Figure 1. Metal layers overlaid (run 1).
Scale: 2 px per um.
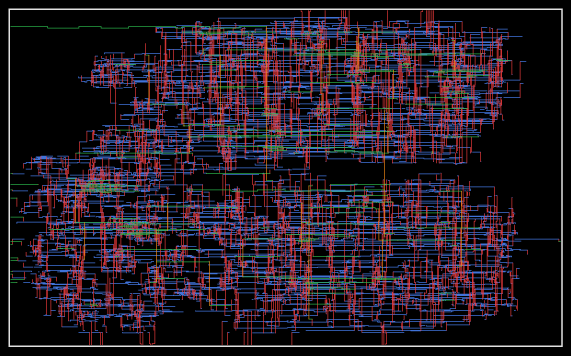
Figure 2. Routing congestion (run 1).
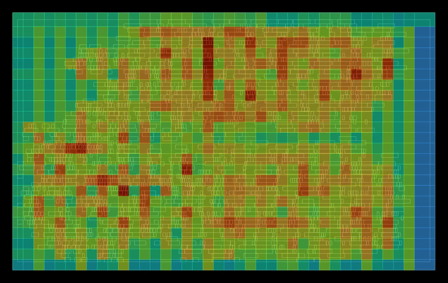
Figure 3. Clock network drawn from the DEF (run 1).
Scale: 1.5 px per um.
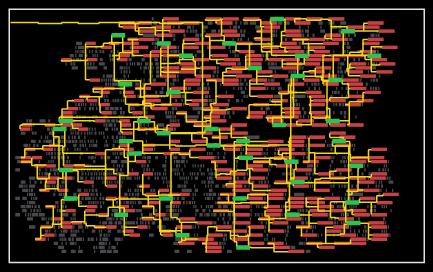
**src/rtl/uart_pkg.sv**
```systemverilog
// uart_pkg: constants and state types shared by the UART core files.
//   OS          - oversampling ticks per serial bit
//   PAR_*       - encodings of the par_mode input (2'b11 behaves as none)
//   rx_state_t  - receive engine states
//   tx_state_t  - transmit engine states
//   par_enabled - true when a parity bit is part of the frame
package uart_pkg;

  localparam int OS = 16;

  localparam logic [1:0] PAR_NONE = 2'b00;
  localparam logic [1:0] PAR_EVEN = 2'b01;
  localparam logic [1:0] PAR_ODD  = 2'b10;

  typedef enum logic [2:0] {
    RX_IDLE, RX_START, RX_DATA, RX_PARITY, RX_STOP
  } rx_state_t;

  typedef enum logic [2:0] {
    TX_IDLE, TX_START, TX_DATA, TX_PARITY, TX_STOP
  } tx_state_t;

  function automatic logic par_enabled(input logic [1:0] mode);
    return (mode == PAR_EVEN) || (mode == PAR_ODD);
  endfunction

endpackage

```
**src/rtl/uart_core_if.sv**
```systemverilog
// uart_core_if: byte-wide host port of the UART core.
//   rd/r_data/r_perr/r_ferr/rx_empty - RX FIFO pop side (first-word-fall-through)
//   overrun/clr_ovr                  - sticky dropped-frame flag and its clear
//   wr/w_data/tx_full                - TX FIFO push side
// master = host logic, slave = uart_core.
interface uart_core_if #(
  parameter int DBIT = 8
);
  logic            rd;
  logic [DBIT-1:0] r_data;
  logic            r_perr;
  logic            r_ferr;
  logic            rx_empty;
  logic            overrun;
  logic            clr_ovr;
  logic [DBIT-1:0] w_data;
  logic            wr;
  logic            tx_full;

  modport master (
    output rd, clr_ovr, w_data, wr,
    input  r_data, r_perr, r_ferr, rx_empty, overrun, tx_full
  );

  modport slave (
    input  rd, clr_ovr, w_data, wr,
    output r_data, r_perr, r_ferr, rx_empty, overrun, tx_full
  );
endinterface

```
**src/rtl/sync_fifo.sv**
```systemverilog
// sync_fifo: single-clock first-word-fall-through FIFO of 2^AW entries.
//   clk, reset (sync, active-low)
//   wr, w_data - push; ignored when full unless a pop happens in the same cycle
//   rd, r_data - pop; ignored when empty; r_data shows the head (0 when empty)
//   empty, full
module sync_fifo #(
  parameter int WIDTH = 8,
  parameter int AW    = 4
) (
  input  logic             clk,
  input  logic             reset,
  input  logic             wr,
  input  logic [WIDTH-1:0] w_data,
  input  logic             rd,
  output logic [WIDTH-1:0] r_data,
  output logic             empty,
  output logic             full
);
  logic [WIDTH-1:0] mem [2**AW];
  logic [AW-1:0]    wptr;
  logic [AW-1:0]    rptr;
  logic [AW:0]      count;
  logic             do_wr;
  logic             do_rd;

  assign empty = (count == '0);
  assign full  = count[AW];
  // A pop on a full FIFO frees the slot the simultaneous push needs.
  assign do_rd = rd && !empty;
  assign do_wr = wr && (!full || do_rd);
  // Head is forced to 0 while empty so the output is defined out of reset.
  assign r_data = empty ? '0 : mem[rptr];

  always_ff @(posedge clk) begin
    if (!reset) begin
      wptr  <= '0;
      rptr  <= '0;
      count <= '0;
    end else begin
      if (do_wr) wptr <= wptr + 1'b1;
      if (do_rd) rptr <= rptr + 1'b1;
      case ({do_wr, do_rd})
        2'b10:   count <= count + 1'b1;
        2'b01:   count <= count - 1'b1;
        default: count <= count;
      endcase
    end
  end

  always_ff @(posedge clk) begin
    if (do_wr) mem[wptr] <= w_data;
  end

endmodule

```
**src/rtl/uart_core.sv**
```systemverilog
// uart_core: UART with runtime baud divisor, parity and stop-bit modes,
// and RX/TX FIFOs.
//   clk, reset (sync, active-low)
//   dvsr     - tick rate = clk/(dvsr+1), 16 ticks per bit
//   par_mode - 00 none, 01 even, 10 odd, 11 none; latched per frame
//   stop2    - two stop bits when 1; latched per frame
//   rx, tx   - serial lines (rx asynchronous, tx registered)
//   host     - byte-wide FIFO port (uart_core_if.slave)
module uart_core
  import uart_pkg::*;
#(
  parameter int DBIT    = 8,
  parameter int FIFO_AW = 4,
  parameter int DVSR_W  = 16
) (
  input  logic              clk,
  input  logic              reset,
  input  logic [DVSR_W-1:0] dvsr,
  input  logic [1:0]        par_mode,
  input  logic              stop2,
  input  logic              rx,
  output logic              tx,
  uart_core_if.slave        host
);
  localparam logic [3:0] S_LAST   = 4'(OS - 1);
  localparam logic [3:0] S_MID    = 4'(OS / 2 - 1);
  localparam logic [2:0] LAST_BIT = 3'(DBIT - 1);

  // ---------------- baud generator ----------------
  logic [DVSR_W-1:0] baud_cnt;
  logic              tick;

  // >= keeps the counter from running to wrap-around if dvsr shrinks below it.
  assign tick = (baud_cnt >= dvsr);

  always_ff @(posedge clk) begin
    if (!reset) baud_cnt <= '0;
    else        baud_cnt <= tick ? '0 : baud_cnt + 1'b1;
  end

  // ---------------- rx synchroniser ----------------
  logic rx_s1, rx_s2;

  always_ff @(posedge clk) begin
    if (!reset) begin
      rx_s1 <= 1'b1;
      rx_s2 <= 1'b1;
    end else begin
      rx_s1 <= rx;
      rx_s2 <= rx_s1;
    end
  end

  // ---------------- receive engine ----------------
  rx_state_t        rx_state;
  logic [3:0]       rx_s;
  logic [2:0]       rx_n;
  logic [DBIT-1:0]  rx_shift;
  logic             rx_perr, rx_ferr, rx_sb, rx_st2, rx_wr, rx_full;
  logic [1:0]       rx_pm;
  logic [DBIT+1:0]  rx_entry, rx_head;

  always_ff @(posedge clk) begin
    if (!reset) begin
      rx_state <= RX_IDLE;
      rx_s     <= '0;
      rx_n     <= '0;
      rx_shift <= '0;
      rx_perr  <= 1'b0;
      rx_ferr  <= 1'b0;
      rx_sb    <= 1'b0;
      rx_pm    <= PAR_NONE;
      rx_st2   <= 1'b0;
      rx_wr    <= 1'b0;
      rx_entry <= '0;
    end else begin
      rx_wr <= 1'b0;
      case (rx_state)
        RX_IDLE: if (!rx_s2) begin
          rx_state <= RX_START;
          rx_s     <= '0;
          rx_perr  <= 1'b0;
          rx_ferr  <= 1'b0;
          rx_sb    <= 1'b0;
          rx_pm    <= par_mode;
          rx_st2   <= stop2;
        end
        RX_START: if (tick) begin
          // Mid-start re-check rejects glitches shorter than half a bit.
          if (rx_s == S_MID) begin
            rx_s <= '0;
            rx_n <= '0;
            rx_state <= rx_s2 ? RX_IDLE : RX_DATA;
          end else rx_s <= rx_s + 1'b1;
        end
        RX_DATA: if (tick) begin
          if (rx_s == S_LAST) begin
            rx_s     <= '0;
            rx_shift <= {rx_s2, rx_shift[DBIT-1:1]};
            rx_n     <= rx_n + 1'b1;
            if (rx_n == LAST_BIT)
              rx_state <= par_enabled(rx_pm) ? RX_PARITY : RX_STOP;
          end else rx_s <= rx_s + 1'b1;
        end
        RX_PARITY: if (tick) begin
          if (rx_s == S_LAST) begin
            rx_s     <= '0;
            rx_perr  <= rx_s2 != ((^rx_shift) ^ (rx_pm == PAR_ODD));
            rx_state <= RX_STOP;
          end else rx_s <= rx_s + 1'b1;
        end
        RX_STOP: if (tick) begin
          if (rx_s == S_LAST) begin
            rx_s <= '0;
            if (rx_st2 && !rx_sb) begin
              rx_sb <= 1'b1;
              if (!rx_s2) rx_ferr <= 1'b1;
            end else begin
              // Final stop sample folds straight into the entry being written.
              rx_state <= RX_IDLE;
              rx_wr    <= 1'b1;
              rx_entry <= {rx_ferr | ~rx_s2, rx_perr, rx_shift};
            end
          end else rx_s <= rx_s + 1'b1;
        end
        default: rx_state <= RX_IDLE;
      endcase
    end
  end

  // A clear arriving with a new overrun loses to the overrun.
  logic ovr;
  always_ff @(posedge clk) begin
    if (!reset)                ovr <= 1'b0;
    else if (rx_wr && rx_full) ovr <= 1'b1;
    else if (host.clr_ovr)     ovr <= 1'b0;
  end

  sync_fifo #(.WIDTH(DBIT + 2), .AW(FIFO_AW)) rx_fifo (
    .clk(clk), .reset(reset), .wr(rx_wr), .w_data(rx_entry), .rd(host.rd),
    .r_data(rx_head), .empty(host.rx_empty), .full(rx_full)
  );

  assign host.r_data  = rx_head[DBIT-1:0];
  assign host.r_perr  = rx_head[DBIT];
  assign host.r_ferr  = rx_head[DBIT+1];
  assign host.overrun = ovr;

  // ---------------- transmit engine ----------------
  tx_state_t       tx_state;
  logic [3:0]      tx_s;
  logic [2:0]      tx_n;
  logic [DBIT-1:0] tx_shift, tx_head;
  logic            tx_par, tx_st2, tx_sb, tx_q, tx_empty, tx_pop;
  logic [1:0]      tx_pm;

  assign tx_pop = (tx_state == TX_IDLE) && !tx_empty;
  assign tx     = tx_q;

  always_ff @(posedge clk) begin
    if (!reset) begin
      tx_state <= TX_IDLE;
      tx_s     <= '0;
      tx_n     <= '0;
      tx_shift <= '0;
      tx_par   <= 1'b0;
      tx_pm    <= PAR_NONE;
      tx_st2   <= 1'b0;
      tx_sb    <= 1'b0;
      tx_q     <= 1'b1;
    end else begin
      case (tx_state)
        TX_IDLE: if (!tx_empty) begin
          tx_shift <= tx_head;
          tx_par   <= (^tx_head) ^ (par_mode == PAR_ODD);
          tx_pm    <= par_mode;
          tx_st2   <= stop2;
          tx_s     <= '0;
          tx_q     <= 1'b0;
          tx_state <= TX_START;
        end
        TX_START: if (tick) begin
          if (tx_s == S_LAST) begin
            tx_s     <= '0;
            tx_n     <= '0;
            tx_q     <= tx_shift[0];
            tx_state <= TX_DATA;
          end else tx_s <= tx_s + 1'b1;
        end
        TX_DATA: if (tick) begin
          if (tx_s == S_LAST) begin
            tx_s <= '0;
            if (tx_n == LAST_BIT) begin
              tx_sb <= 1'b0;
              if (par_enabled(tx_pm)) begin
                tx_q     <= tx_par;
                tx_state <= TX_PARITY;
              end else begin
                tx_q     <= 1'b1;
                tx_state <= TX_STOP;
              end
            end else begin
              tx_n     <= tx_n + 1'b1;
              tx_shift <= tx_shift >> 1;
              tx_q     <= tx_shift[1];
            end
          end else tx_s <= tx_s + 1'b1;
        end
        TX_PARITY: if (tick) begin
          if (tx_s == S_LAST) begin
            tx_s     <= '0;
            tx_q     <= 1'b1;
            tx_state <= TX_STOP;
          end else tx_s <= tx_s + 1'b1;
        end
        TX_STOP: if (tick) begin
          if (tx_s == S_LAST) begin
            tx_s <= '0;
            if (tx_st2 && !tx_sb) tx_sb <= 1'b1;
            else                  tx_state <= TX_IDLE;
          end else tx_s <= tx_s + 1'b1;
        end
        default: tx_state <= TX_IDLE;
      endcase
    end
  end

  sync_fifo #(.WIDTH(DBIT), .AW(FIFO_AW)) tx_fifo (
    .clk(clk), .reset(reset), .wr(host.wr), .w_data(host.w_data), .rd(tx_pop),
    .r_data(tx_head), .empty(tx_empty), .full(host.tx_full)
  );

endmodule

```
**src/flat_wrapper.sv**
```systemverilog
// flat-port wrapper written by rule: the top's interface ports become plain ports
module uart_core_flat import uart_pkg::*;
#(
  parameter int DBIT    = 8,
  parameter int FIFO_AW = 4,
  parameter int DVSR_W  = 16
)
  (clk, reset, dvsr, par_mode, stop2, rx, tx, host_rd, host_clr_ovr, host_w_data, host_wr, host_r_data, host_r_perr, host_r_ferr, host_rx_empty, host_overrun, host_tx_full);
  uart_core_if #(.DBIT(DBIT)) host_i ();
  input  logic clk;
  input  logic reset;
  input  logic [DVSR_W-1:0] dvsr;
  input  logic [1:0] par_mode;
  input  logic stop2;
  input  logic rx;
  output logic tx;
  input wire logic [$bits(host_i.rd)-1:0] host_rd;
  input wire logic [$bits(host_i.clr_ovr)-1:0] host_clr_ovr;
  input wire logic [$bits(host_i.w_data)-1:0] host_w_data;
  input wire logic [$bits(host_i.wr)-1:0] host_wr;
  output wire logic [$bits(host_i.r_data)-1:0] host_r_data;
  output wire logic [$bits(host_i.r_perr)-1:0] host_r_perr;
  output wire logic [$bits(host_i.r_ferr)-1:0] host_r_ferr;
  output wire logic [$bits(host_i.rx_empty)-1:0] host_rx_empty;
  output wire logic [$bits(host_i.overrun)-1:0] host_overrun;
  output wire logic [$bits(host_i.tx_full)-1:0] host_tx_full;
  assign host_i.rd = host_rd;
  assign host_i.clr_ovr = host_clr_ovr;
  assign host_i.w_data = host_w_data;
  assign host_i.wr = host_wr;
  assign host_r_data = host_i.r_data;
  assign host_r_perr = host_i.r_perr;
  assign host_r_ferr = host_i.r_ferr;
  assign host_rx_empty = host_i.rx_empty;
  assign host_overrun = host_i.overrun;
  assign host_tx_full = host_i.tx_full;
  uart_core #(.DBIT(DBIT), .FIFO_AW(FIFO_AW), .DVSR_W(DVSR_W)) u_core (.clk(clk), .reset(reset), .dvsr(dvsr), .par_mode(par_mode), .stop2(stop2), .rx(rx), .tx(tx), .host(host_i));
endmodule
```
**config.mk**
```make
export PLATFORM = sky130hd
export DESIGN_NAME = uart_core_flat
export DESIGN_NICKNAME = d
export VERILOG_FILES = /design/src/rtl/uart_pkg.sv /design/src/rtl/uart_core_if.sv /design/src/rtl/sync_fifo.sv /design/src/rtl/uart_core.sv /design/src/flat_wrapper.sv
export SDC_FILE = /design/constraint.sdc
export NUM_CORES = 1
export LEC_CHECK = 0
export ABC_AREA = 1
export CAP_MARGIN = 20
export CORE_ASPECT_RATIO = 0.6
export CORE_MARGIN = 3
export CORE_UTILIZATION = 40
export DETAILED_ROUTE_END_ITERATION = 12
export PLACE_DENSITY = 0.59
export SLEW_MARGIN = 20
export SYNTH_ARGS = -nofsm -noshare
export SYNTH_HDL_FRONTEND = slang
export SYNTH_SLANG_ARGS = --single-unit
```
**constraint.sdc**
```tcl
create_clock -name clk -period 3.15 [get_ports clk]
set_clock_uncertainty 0.1 [all_clocks]
set_input_delay 0.315 -clock clk [delete_from_list [all_inputs] [get_ports clk]]
set_output_delay 0.315 -clock clk [all_outputs]
set_load 0.01 [all_outputs]
```
==> run summary, run 1 <==
TritonCTS clock tree: done
# hold bufs at CTS: 0
P&R area growth vs syn: 15.19%
Post-layout total power: 15.43 mW
Worst-case vdd ir drop: 0.0004103 V
Total CTS buffers: 39
Boundary pin count: 47
Most common library cell in the layout ignoring fill and taps: sky130_fd_sc_hd__nand2_1
H-tree depth: 2
Core area: 0.04245 mm2
Die outline width: 275.6 um
Number of enable-type register cells in the synthesized netlist: 288
Number of nets in the synthesized netlist: 1,829
Per-cell routed wire length: 17.12 um
Setup repair after global routing missed its margin: false
Max cap viols: 0
Outcome: finished clean
Critical path buffer and inverter count: 3
Kind of path behind the tightest hold check: input port to register
Slew at the pin with the worst max-slew slack: 832.8 ps
Initial core utilization: 0.4110
Setup Buffers After CTS: 0
Critical path's slowest cell: sky130_fd_sc_hd__clkdlybuf4s50_1
Yosys Chip Area: 0.01745 mm2
Power Dens Cells: 767.5 mW/mm2
Highest attainable clock frequency: 0.3339 GHz
Synthesized area per cell: 9.960 um2
First-pass detailed-route iteration total: 6
Dominant flop cell: sky130_fd_sc_hd__edfxtp_1
Site Rows: 58
Overall fraction of global-route tracks in use: 0.1788
Kind of end point of the critical path: output pin
Highest fanout seen on the critical path: 26
Initial antenna violation count: 0
Post-Synthesis Cells: 1,752
Number of diodes added for antenna fixing: 0
Mapped Area: 0.01745 mm2
Startpoint Class: register
Sequence of cells on the critical path: inv_1, buf_8, o21ai_0, o221ai_1, nand3_1, a21oi_1, clkdlybuf4s50_1
Post-route clock period utilization: 0.9508
Number of fillers in the final layout: 3,888
Fraction of registers with async set/reset: 0
Crit path required time: 2730 ps
Fraction of synthesized cell area taken by the top area cell type: 0.4956
Die outline area: 0.04625 mm2
1st-iter DRT viols: 1,244
Max incr delay on CP: 610 ps
Data arrival time of the worst path: 2580 ps
Final weighted congestion in routability-driven placement: 0.8722
Setup tns final: 0 ps
Worst setup path class: register to output pin
Final critical delay including setup and external delays: 2995 ps
Final antenna-violating net count: 0
Number of pins with negative max-slew slack in the final report: 0
OpenROAD warnings: 32
Family with the most delay on the worst path: buffers and inverters
DRC: 0
Rel. slew slack: 0.4441
Clock-pin slew of the registers on the worst-case setup and hold paths: 60 ps
Fraction of layout instances using a drive strength above 1: 0.07539
Number of library cell types mapped by synthesis: 47
Input/output buffers: 46
Maximum number of buffers from clock root to sink: 3
Number of warnings issued by yosys: 0
Top cells by area: sky130_fd_sc_hd__edfxtp_1 50%, sky130_fd_sc_hd__dfxtp_1 13%, sky130_fd_sc_hd__nand2_1 6.5%, sky130_fd_sc_hd__nor2_1 5.3%, sky130_fd_sc_hd__o21ai_0 4.1%
Fin. Hold Viols: 0
Post-synth seq share: 0.6241
Yosys cell count: 1,752
Pin count of the biggest net entering global routing: 81
Placement Cell Area: 0.01875 mm2
Height of the chip: 167.8 um
Post-route cell area: 0.02010 mm2
Post-detail-place hpwl: 27,010 um
Endpoints failing setup: 0
Largest area contributor in the synthesized netlist: sky130_fd_sc_hd__edfxtp_1
Commonest cells after routing, fill and taps aside: 301 x sky130_fd_sc_hd__nand2_1, 288 x sky130_fd_sc_hd__edfxtp_1, 247 x sky130_fd_sc_hd__nor2_1
Via count of the first global-routing pass: 11,860
First-pass GRT wire length: 65,740 um
Flip-flop and latch count after synthesis: 400
Vias per Instance: 5.204
Overflow left after global routing: 0
TritonCTS Sinks: 400
Buffer type at the clock tree root: sky130_fd_sc_hd__clkbuf_16
Layout Nets: 1,904
Total leakage power: 7.825 nW
Back to the opening pictures, Figure 1:
legend:
  blue:
    layer: M1
    wire_length: 21.6 mm
  green:
    layer: M3
    wire_length: 2,880 um
  red:
    layer: M2
    wire_length: 16,400 um
  orange:
    layer: M4
    wire_length: 645 um
overall via count from detail_route: 12,630
wire length after detailed routing: 41,550 um

Back to the opening pictures, Figure 2:
met1 track utilization from global routing: 0.2911
peak-usage layer in the global routing report: met1
met2 layer usage reported by global route: 0.2451
final core utilization: 0.4735
met3 global-route usage: 0.03120

Back to the opening pictures, Figure 3:
legend:
  green:
    item: clock-net drivers
    count: 39
  red:
    item: flip-flops
    count: 400
  yellow:
    item: clock wires
    length: 4,930 um
routed clock nets: 40
flops lie: all over the die
power in the clock group: 4.59 mW
relative contribution of the clock network to total power: 0.297
clock network latency to the later pin of the worst-skew pair: 530 ps

## run 1: synth_stat cells, drive strengths merged (7+ instances only)
cell / count
nand4: 8
o2111ai: 8
inv: 168
nor2: 252
nor3: 18
o21ai: 154
nor3b: 7
a21oi: 91
nand3: 133
xnor2: 9
buf: 27
dfxtp: 112
xor2: 8
o211ai: 7
nand2: 303
o221ai: 28
ha: 42
clkbuf: 46
o22ai: 14
edfxtp: 288
## run 1: worst min-delay path, stage by stage
cell	delay [ps]
sky130_fd_sc_hd__buf_2	290
sky130_fd_sc_hd__nand2_1	150
sky130_fd_sc_hd__a21oi_1	40
## run 1: logic make-up after synthesis
group           synth area share
compound gates            0.1033
fa+ha+maj                0.03241
simple gates              0.1750
flops                     0.6241
xor+xnor                0.008533
buf+inv                  0.05672
## run 1: layout make-up
class                   count  area [um2]  share of cell area
multi-input cells        1109        5569              0.2771
clock buffers              53        1101             0.05478
repair buffers            107        1031             0.05129
flip-flops and latches    400       10890              0.5419
well taps                 570       713.2             0.03548
clock inverters            18       150.1            0.007470
inverters                 170       643.1             0.03200
## run 1: where the power goes
part,switching (mW),internal (mW)
clock,1.97,2.62
combinational,3.09,1.73
sequential,0.178,5.84
total,5.23,10.2
## run 1: metal layers
metal | track usage | vias up | wire (um)
li1 | - | 6162 | -
met1 | 0.2911 | 6028 | 21630
met2 | 0.2451 | 382 | 16390
met3 | 0.03120 | 58 | 2881
met4 | 0.03852 | 0 | 645
met5 | 0 | - | 0
## run 1: worst paths after layout
check / endpoint / slack, ps / startpoint / cells after the start
worst max-delay path: host_r_data[5] / 160 / register / 7
worst min-delay path: u_core.tx_fifo.wptr[3]$_SDFFE_PN0P_ / 220 / reset / 3
worst max register to register: u_core.tx_fifo.count[4]$_SDFFE_PN0P_ / 330 / u_core.tx_state[0]$_SDFFE_PN0P_ / 12
worst min register to register: u_core.rx_s2$_SDFF_PN1_ / 330 / u_core.rx_s1$_SDFF_PN1_ / 1
## run 1: stage by stage
step	hold WS (ps)	utilization	std cells	setup WS, ps
after floorplan	292.5	-	1752	385.5
after global placement	301.8	0.4417	2354	258.3
after detailed placement	310.2	0.4417	2354	122.6
after CTS	198.3	0.4714	2425	18.33
after global routing	246.6	0.4735	2427	20.18
final	221.2	0.4735	2427	155.1
## run 1: registers in the layout, indices dropped and copies added, names as in the netlist, 4 cells and up, named ones only
name and count:
u_core.rx_fifo.rptr 4, u_core.rx_fifo.count 5, u_core.tx_fifo.mem 128, u_core.tx_s 4
u_core.tx_fifo.wptr 4, u_core.rx_s 4, u_core.tx_fifo.rptr 4, u_core.baud_cnt 16
u_core.tx_shift 8, u_core.rx_entry 10, u_core.tx_fifo.count 5, u_core.rx_fifo.wptr 4
u_core.rx_shift 8, u_core.rx_fifo.mem 160
## run 1: timing repair
action / 4_1_cts / 5_1_grt
pin swaps: 0 / 1
endpoints found under the setup margin: 3 / 8
resized: 2 / 11
cloned: 0 / 2
--- run 2 (diff from run 1) ---
GPL_ROUTABILITY_DRIVEN = 1   (was unset)
SLEW_MARGIN = unset   (was 20)
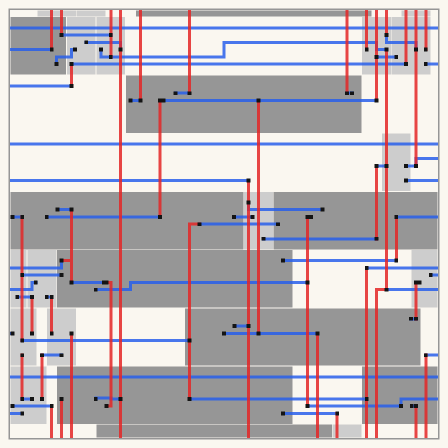
Figure 4: run 2, zoomed window.
Window x 197 to 217, y 32 to 52 um. Cells in grey, sequential cells in the stronger grey; small squares are vias.
legend:
  red:
    layer: M2
  blue:
    layer: M1
sequential cells in the window: 6
cells with their middle in the window: 18
netlist names of flops here include: `u_core.tx_fifo.mem` (6)
most frequent: edfxtp_1 (6), nand2_1 (5), inv_1 (5)

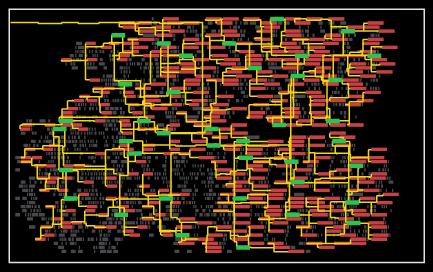
Figure 5: run 2, clock network drawn from the DEF.
Scale: 1.5 px per um.
legend:
  green:
    item: clock-net drivers
    count: 39
  red:
    item: flip-flops
    count: 400
  yellow:
    item: clock wires
    length: 4,930 um
flops lie: all over the die
routed clock nets: 40

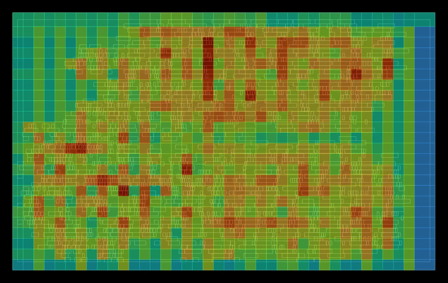
Figure 6: run 2, routing congestion.
per-cell routed wire length: 17.12 um
overall fraction of global-route tracks in use: 0.1788

==> run summary, run 2 <==
Pin count of the biggest net entering global routing: 81
Overall via count from detail_route: 12,630
Fraction of layout instances using a drive strength above 1: 0.07539
Max incr delay on CP: 610 ps
P&R area growth vs syn: 15.19%
OpenROAD warnings: 32
Wire length after detailed routing: 41,550 um
Largest regs: u_core.rx_fifo.mem: 160 flops, u_core.tx_fifo.mem: 128 flops, u_core.baud_cnt: 16 flops
Commonest cells after routing, fill and taps aside: 301 x sky130_fd_sc_hd__nand2_1, 288 x sky130_fd_sc_hd__edfxtp_1, 247 x sky130_fd_sc_hd__nor2_1
Top cells by area: sky130_fd_sc_hd__edfxtp_1 50%, sky130_fd_sc_hd__dfxtp_1 13%, sky130_fd_sc_hd__nand2_1 6.5%, sky130_fd_sc_hd__nor2_1 5.3%, sky130_fd_sc_hd__o21ai_0 4.1%
Fin. Hold Viols: 0
Number of diodes added for antenna fixing: 0
TritonCTS clock tree: done
Final weighted congestion in routability-driven placement: 0.8722
First-pass GRT wire length: 65,740 um
Critical path's slowest cell: sky130_fd_sc_hd__clkdlybuf4s50_1
Synth top cell by count: sky130_fd_sc_hd__nand2_1
Number of flip-flops in the largest register: 160
First-pass detailed-route iteration total: 6
Post-Synthesis Cells: 1,752
Site Rows: 58
Number of fillers in the final layout: 3,888
Most common library cell in the layout ignoring fill and taps: sky130_fd_sc_hd__nand2_1
Worst-case vdd ir drop: 0.0004103 V
Boundary pin count: 47
# hold bufs at CTS: 0
Endpoints failing setup: 0
Setup tns final: 0 ps
Sequence of cells on the critical path: inv_1, buf_8, o21ai_0, o221ai_1, nand3_1, a21oi_1, clkdlybuf4s50_1
Total leakage power: 7.825 nW
Post-detail-place hpwl: 27,010 um
H-tree depth: 2
Die outline width: 275.6 um
Number of enable-type register cells in the synthesized netlist: 288
Initial core utilization: 0.4110
Number of warnings issued by yosys: 0
Clock network latency to the later pin of the worst-skew pair: 530 ps
DRC: 0
Number of pins with negative max-slew slack in the final report: 0
Commonest cells in the netlist: 301 x sky130_fd_sc_hd__nand2_1, 288 x sky130_fd_sc_hd__edfxtp_1, 247 x sky130_fd_sc_hd__nor2_1
Outcome: finished clean
Kind of path behind the tightest hold check: input port to register
Synthesized area per cell: 9.960 um2
Kind of end point of the critical path: output pin
Mapped Area: 0.01745 mm2
Fraction of synthesized cell area taken by the top area cell type: 0.4956
Layout Nets: 1,904
Final critical delay including setup and external delays: 2995 ps
Maximum number of buffers from clock root to sink: 3
Data arrival time of the worst path: 2580 ps
Placement Cell Area: 0.01875 mm2
Startpoint Class: register
Highest attainable clock frequency: 0.3339 GHz
Via count of the first global-routing pass: 11,860
Largest register by flop count: u_core.rx_fifo.mem
Overflow left after global routing: 0
Fraction of registers with async set/reset: 0
Initial antenna violation count: 0
Dominant flop cell: sky130_fd_sc_hd__edfxtp_1
Die outline area: 0.04625 mm2
Number of nets in the synthesized netlist: 1,829
Yosys cell count: 1,752
Setup Buffers After CTS: 0
Crit path required time: 2730 ps
Core area: 0.04245 mm2
TritonCTS Sinks: 400
Power Dens Cells: 767.5 mW/mm2
Yosys Chip Area: 0.01745 mm2
Highest fanout seen on the critical path: 26
Total CTS buffers: 39
Number of library cell types mapped by synthesis: 47
Setup repair after global routing missed its margin: false
1st-iter DRT viols: 1,244
Rel. slew slack: 0.4441
Slew at the pin with the worst max-slew slack: 832.8 ps
Height of the chip: 167.8 um
Final antenna-violating net count: 0
Max cap viols: 0
Vias per Instance: 5.204
Largest area contributor in the synthesized netlist: sky130_fd_sc_hd__edfxtp_1
Post-route cell area: 0.02010 mm2
Worst setup path class: register to output pin
Input/output buffers: 46
Flip-flop and latch count after synthesis: 400
Buffer type at the clock tree root: sky130_fd_sc_hd__clkbuf_16
Post-synth seq share: 0.6241
Clock-pin slew of the registers on the worst-case setup and hold paths: 60 ps
Post-route clock period utilization: 0.9508
-- run 2: kinds of logic after synthesis --
| group | after synthesis | share of synthesized area |
|---|---|---|
| XOR/XNOR | 17 | 0.008533 |
| buffers and inverters | 243 | 0.05672 |
| adder cells (fa/ha/maj) | 44 | 0.03241 |
| flip-flops | 400 | 0.6241 |
| AND-OR/OR-AND | 317 | 0.1033 |
| AND/OR/NAND/NOR | 731 | 0.1750 |
-- run 2: path summary, 6_finish.rpt --
| check | startpoint | endpoint | slack [ps] | cells after the start |
|---|---|---|---|---|
| setup / recovery | register | host_r_data[5] | 160 | 7 |
| hold reg to reg | u_core.rx_s1$_SDFF_PN1_ | u_core.rx_s2$_SDFF_PN1_ | 330 | 1 |
| setup reg to reg | u_core.tx_state[0]$_SDFFE_PN0P_ | u_core.tx_fifo.count[4]$_SDFFE_PN0P_ | 330 | 12 |
| hold / removal | reset | u_core.tx_fifo.wptr[3]$_SDFFE_PN0P_ | 220 | 3 |
-- run 2: per-layer routing --
layer | share of wire | vias up | global-route usage | routed length, um
met1 | 0.52 | 6028 | 0.2911 | 21630
met5 | 0 | - | 0 | 0
met4 | 0.016 | 0 | 0.03852 | 645
met3 | 0.069 | 58 | 0.03120 | 2881
li1 | - | 6162 | - | -
met2 | 0.39 | 382 | 0.2451 | 16390
-- run 2: worst max-delay path, delay by kind of cell (launching register included) --
kind	cells	cell delay (ps)
flip-flops	1	340
AND-OR/OR-AND	3	600
buffers and inverters	3	960
AND/OR/NAND/NOR	1	130
-- run 2: area by class of cell --
class,instances,area [um2],area share
clock inverters,18,150.1,0.007470
multi-input cells,1109,5569,0.2771
repair buffers,107,1031,0.05129
clock buffers,53,1101,0.05478
inverters,170,643.1,0.03200
well taps,570,713.2,0.03548
flip-flops and latches,400,10890,0.5419
-- run 2: through the flow --
step / util / std cells / setup WS [ps] / hold WS (ps) / total power, mW
floorplan: - / 1752 / 385.5 / 292.5 / 9.272
global placement: 0.4417 / 2354 / 258.3 / 301.8 / 10.71
detailed placement: 0.4417 / 2354 / 122.6 / 310.2 / 10.79
CTS: 0.4714 / 2425 / 18.33 / 198.3 / 15.43
global route: 0.4735 / 2427 / 20.18 / 246.6 / 16.39
finish: 0.4735 / 2427 / 155.1 / 221.2 / 15.43
-- run 2: timing repair --
item | CTS | global route
cloned | 0 | 2
hold endpoints to repair | 0 | 0
pin swaps | 0 | 1
gates resized | 2 | 11
endpoints found under the setup margin | 3 | 8
-- run 2: power breakdown --
group | switching [mW] | internal (mW)
Combinational | 3.09 | 1.73
Sequential | 0.178 | 5.84
Clock | 1.97 | 2.62
Total | 5.23 | 10.2
Power figures rest on the tool's default switching activity, not on a simulated workload.
